==> src/rtl/multiplicador_8bits_seq_pkg.sv <==
// Shared ALU definitions used by the sequential multiplier and the ALU control.
// Holds the default operand width, the FSM state encoding and the MUL opcode.
package multiplicador_8bits_seq_pkg;

    localparam int MUL_WIDTH = 8;

    // Opcode the ALU control decodes to launch this multiplier.
    localparam logic [3:0] OPC_MUL = 4'b0110;

    typedef enum logic [1:0] {
        ST_IDLE = 2'd0,
        ST_RUN  = 2'd1,
        ST_DONE = 2'd2,
        ST_RSVD = 2'd3
    } mul_state_e;

endpackage

==> src/rtl/multiplicador_8bits_seq.sv <==
// Shift-and-add unsigned multiplier: one adder and WIDTH iterations produce a 2*WIDTH product,
// with a start/busy/done handshake so the ALU sequencer can stall on MUL.
module multiplicador_8bits_seq
    import multiplicador_8bits_seq_pkg::*;
#(
    parameter int WIDTH = MUL_WIDTH
) (
    input  logic                 clk,
    input  logic                 rst,
    input  logic                 start,
    input  logic [WIDTH-1:0]     A,
    input  logic [WIDTH-1:0]     B,
    output logic [2*WIDTH-1:0]   P,
    output logic                 busy,
    output logic                 done
);

    localparam int              CW        = $clog2(WIDTH + 1);
    localparam logic [CW-1:0]   LAST_CNT  = CW'(WIDTH);

    mul_state_e             state_q, state_d;
    logic [2*WIDTH-1:0]     acc_q, acc_d;
    logic [2*WIDTH-1:0]     mcand_q, mcand_d;
    logic [WIDTH-1:0]       mplier_q, mplier_d;
    logic [CW-1:0]          count_q, count_d;
    logic [2*WIDTH-1:0]     p_q, p_d;

    always_ff @(posedge clk) begin
        if (rst) begin
            state_q  <= ST_IDLE;
            acc_q    <= '0;
            mcand_q  <= '0;
            mplier_q <= '0;
            count_q  <= '0;
            p_q      <= '0;
        end else begin
            state_q  <= state_d;
            acc_q    <= acc_d;
            mcand_q  <= mcand_d;
            mplier_q <= mplier_d;
            count_q  <= count_d;
            p_q      <= p_d;
        end
    end

    always_comb begin
        state_d = state_q;
        case (state_q)
            ST_IDLE: if (start) state_d = ST_RUN;
            ST_RUN:  if (count_q == LAST_CNT) state_d = ST_DONE;
            ST_DONE: state_d = ST_IDLE;
            default: state_d = ST_IDLE;
        endcase
    end

    // Iterations run while count < WIDTH; the edge that sees count == WIDTH publishes the
    // product, so P never shows a partial sum.
    always_comb begin
        acc_d    = acc_q;
        mcand_d  = mcand_q;
        mplier_d = mplier_q;
        count_d  = count_q;
        p_d      = p_q;
        case (state_q)
            ST_IDLE: begin
                if (start) begin
                    acc_d    = '0;
                    mcand_d  = {{WIDTH{1'b0}}, A};
                    mplier_d = B;
                    count_d  = '0;
                end
            end
            ST_RUN: begin
                if (count_q == LAST_CNT) begin
                    p_d = acc_q;
                end else begin
                    if (mplier_q[0]) acc_d = acc_q + mcand_q;
                    mcand_d  = mcand_q << 1;
                    mplier_d = mplier_q >> 1;
                    count_d  = count_q + 1'b1;
                end
            end
            default: ;
        endcase
    end

    always_comb begin
        busy = (state_q == ST_RUN) || (state_q == ST_DONE);
        done = (state_q == ST_DONE);
        P    = p_q;
    end

endmodule

==> config.mk <==
export PLATFORM = sky130hd
export DESIGN_NAME = multiplicador_8bits_seq
export DESIGN_NICKNAME = d
export VERILOG_FILES = /design/src/rtl/multiplicador_8bits_seq_pkg.sv /design/src/rtl/multiplicador_8bits_seq.sv
export SDC_FILE = /design/constraint.sdc
export NUM_CORES = 1
export LEC_CHECK = 0
export CORE_MARGIN = 2
export CORE_UTILIZATION = 60
export CTS_CLUSTER_SIZE = 40
export DETAILED_ROUTE_END_ITERATION = 7
export PLACE_DENSITY_LB_ADDON = 0.12
export SYNTH_ARGS = -nofsm -noshare
export SYNTH_HDL_FRONTEND = slang
export SYNTH_SLANG_ARGS = --single-unit
==> constraint.sdc <==
create_clock -name clk -period 3.6 [get_ports clk]
set_clock_uncertainty 0.15 [all_clocks]
set_input_delay 0.72 -clock clk [delete_from_list [all_inputs] [get_ports clk]]
set_output_delay 0.72 -clock clk [all_outputs]
set_load 0.05 [all_outputs]
flops_by_reg.png
Drawn at 4 px/um.
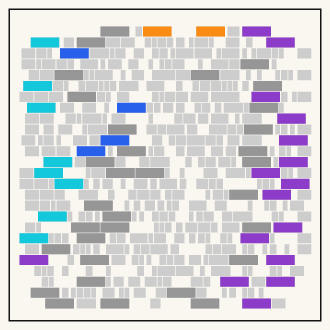
[P] purple | placed flops: 16
[state_q] orange | placed flops: 2
[count_q] blue | placed flops: 4
[mplier_q] cyan | placed flops: 8

io_placement.png
Drawn at 6 px/um. Pins as bars across the die edge, other pins in grey.
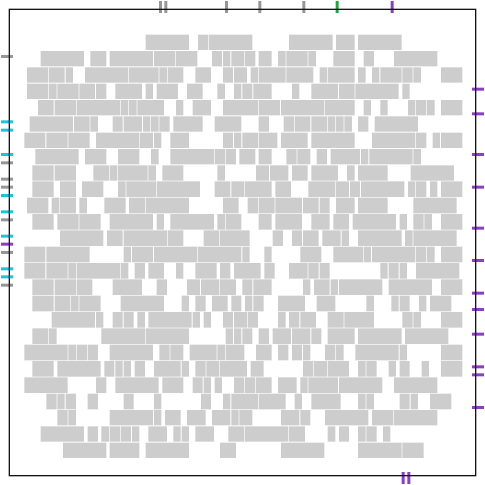
[P] purple | pins: 16 | direction: output | edge: 12 right, 2 bottom, 1 left, 1 top
[done] green | pins: 1 | direction: output | edge: top
[B] cyan | pins: 8 | direction: input | edge: left
all pins by edge: 16 left, 12 right, 7 top, 2 bottom

logic_types.png
Drawn at 4 px/um.
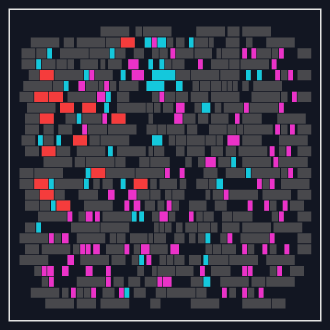
[NOR gates] cyan | cells: 40
[NAND gates] magenta | cells: 85 | where: widely spread
[multiplexers] red | cells: 15

congestion.png
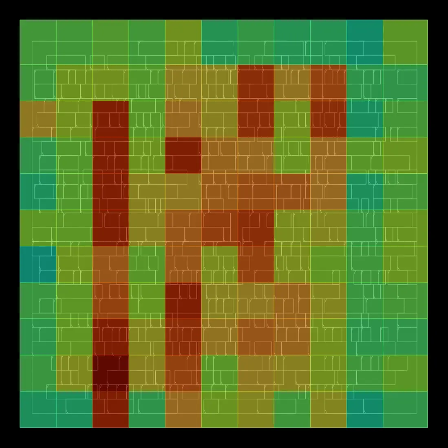
met2 layer usage reported by global route: 0.413
met3 global-route usage: 0.0488
final design utilization: 0.734
Tot GR Track Use: 0.258
layer with the highest usage: met2

==> flow_summary.rst <==
Physical design figures
=======================

.. list-table::
   :header-rows: 1

   * - Metric
     - Value
   * - Status
     - finished, final reports clean
   * - Slew Limit Fails
     - 0
   * - Fraction of final layout cells with drive strength greater than 1
     - 0.0520
   * - Vias in the first global route
     - 2637
   * - Critical path launch point
     - mcand_q[0]
   * - Clock-pin slew on the worst setup and hold paths
     - 0.07 ns
   * - Arrival time at the worst endpoint
     - between 2 and 3 ns
   * - Clock latency on the worst-skew pair
     - 0.33 ns
   * - Compound-cell area share of the yosys netlist
     - 0.233
   * - Top cell excl fill/tap
     - nand2_1
   * - Instance area after placement
     - 3610 um^2
   * - Endpoint of the worst hold-timing path
     - P[10]
   * - Vias after detailed routing
     - 2935
   * - Final Cell Area
     - 3800 um^2
   * - Cells in synth_stat.txt
     - 394
   * - Category of the worst setup path capture point
     - flop
   * - Worst IR Drop VDD
     - around 0.28 mV
   * - WHS Path Cells
     - 2
   * - Std-Cell Core Area
     - 5170 um^2
   * - Number of buffers created by CTS
     - 9
   * - Startpoint of the lowest-slack register-to-register path
     - mcand_q[0]
   * - Clock sink count
     - around 62
   * - Critical path endpoint
     - acc_q[14]
   * - CTS Root Buffer Type
     - clkbuf_8
   * - Htree depth
     - 3
   * - WP depth
     - 8
   * - Weighted congestion reported at the end of routability-driven placement
     - ~0.94
   * - Dominant Register Cell
     - dfxtp_1
   * - Detailed-placement wirelength estimate
     - 5160 um
   * - Flops after synth
     - 62
   * - Area growth from synthesis to layout
     - 17.3%
   * - Minimum hold slack
     - 0.301 ns
   * - Launch instance of the worst min-delay path
     - P[10]
   * - Kind of cell adding the most delay to the critical path
     - AND-OR/OR-AND gates
   * - Power per standard cell area
     - 401 nW/um^2
   * - Buffer and inverter count on the worst path
     - 1
   * - Post-detailed-route count of antenna-violating nets
     - 0
   * - Area share, top type
     - 0.383
   * - Init Core Util
     - 0.626
   * - Quantity of gates resized following cts
     - 0
   * - Number of distinct library cell variants in the gate-level netlist after synthesis
     - 51
   * - Library cell with the highest instance count after synthesis
     - nand2_1
   * - 1st-iter DRT viols
     - ~190
   * - Setup WS pre-CTS
     - roughly 0.70 ns
   * - Transition at the pin with the smallest max-transition slack
     - 0.951 ns
   * - Post-synthesis cell area
     - 3240 um^2
==> final cells by class <==
type / count / share of cell area
Tap cell: 70 / 0.0231
Inverter: 14 / 0.0138
Multi-Input combinational cell: 295 / 0.488
Clock buffer: 14 / 0.0507
Timing Repair Buffer: 38 / 0.0975
Sequential cell: 62 / 0.327
==> registers in the layout, indices dropped and copies added, names as in the netlist <==
| name | cells |
|---|---|
| P | 16 |
| state_q | 2 |
| acc_q | 16 |
| count_q | 4 |
| mcand_q | 16 |
| mplier_q | 8 |
==> metal layers <==
metal,share of wire,wire [um]
met1,0.47,3420
met2,0.45,3290
met3,0.062,459
met4,0.024,180
met5,0,0
==> power by group <==
group / internal, mW / switching [mW] / total (mW)
Combinational: 0.0800 / 0.123 / 0.203
Clock: 0.337 / 0.245 / 0.581
Sequential: 0.713 / 0.0242 / 0.737
Power and IR drop assume default switching activity.
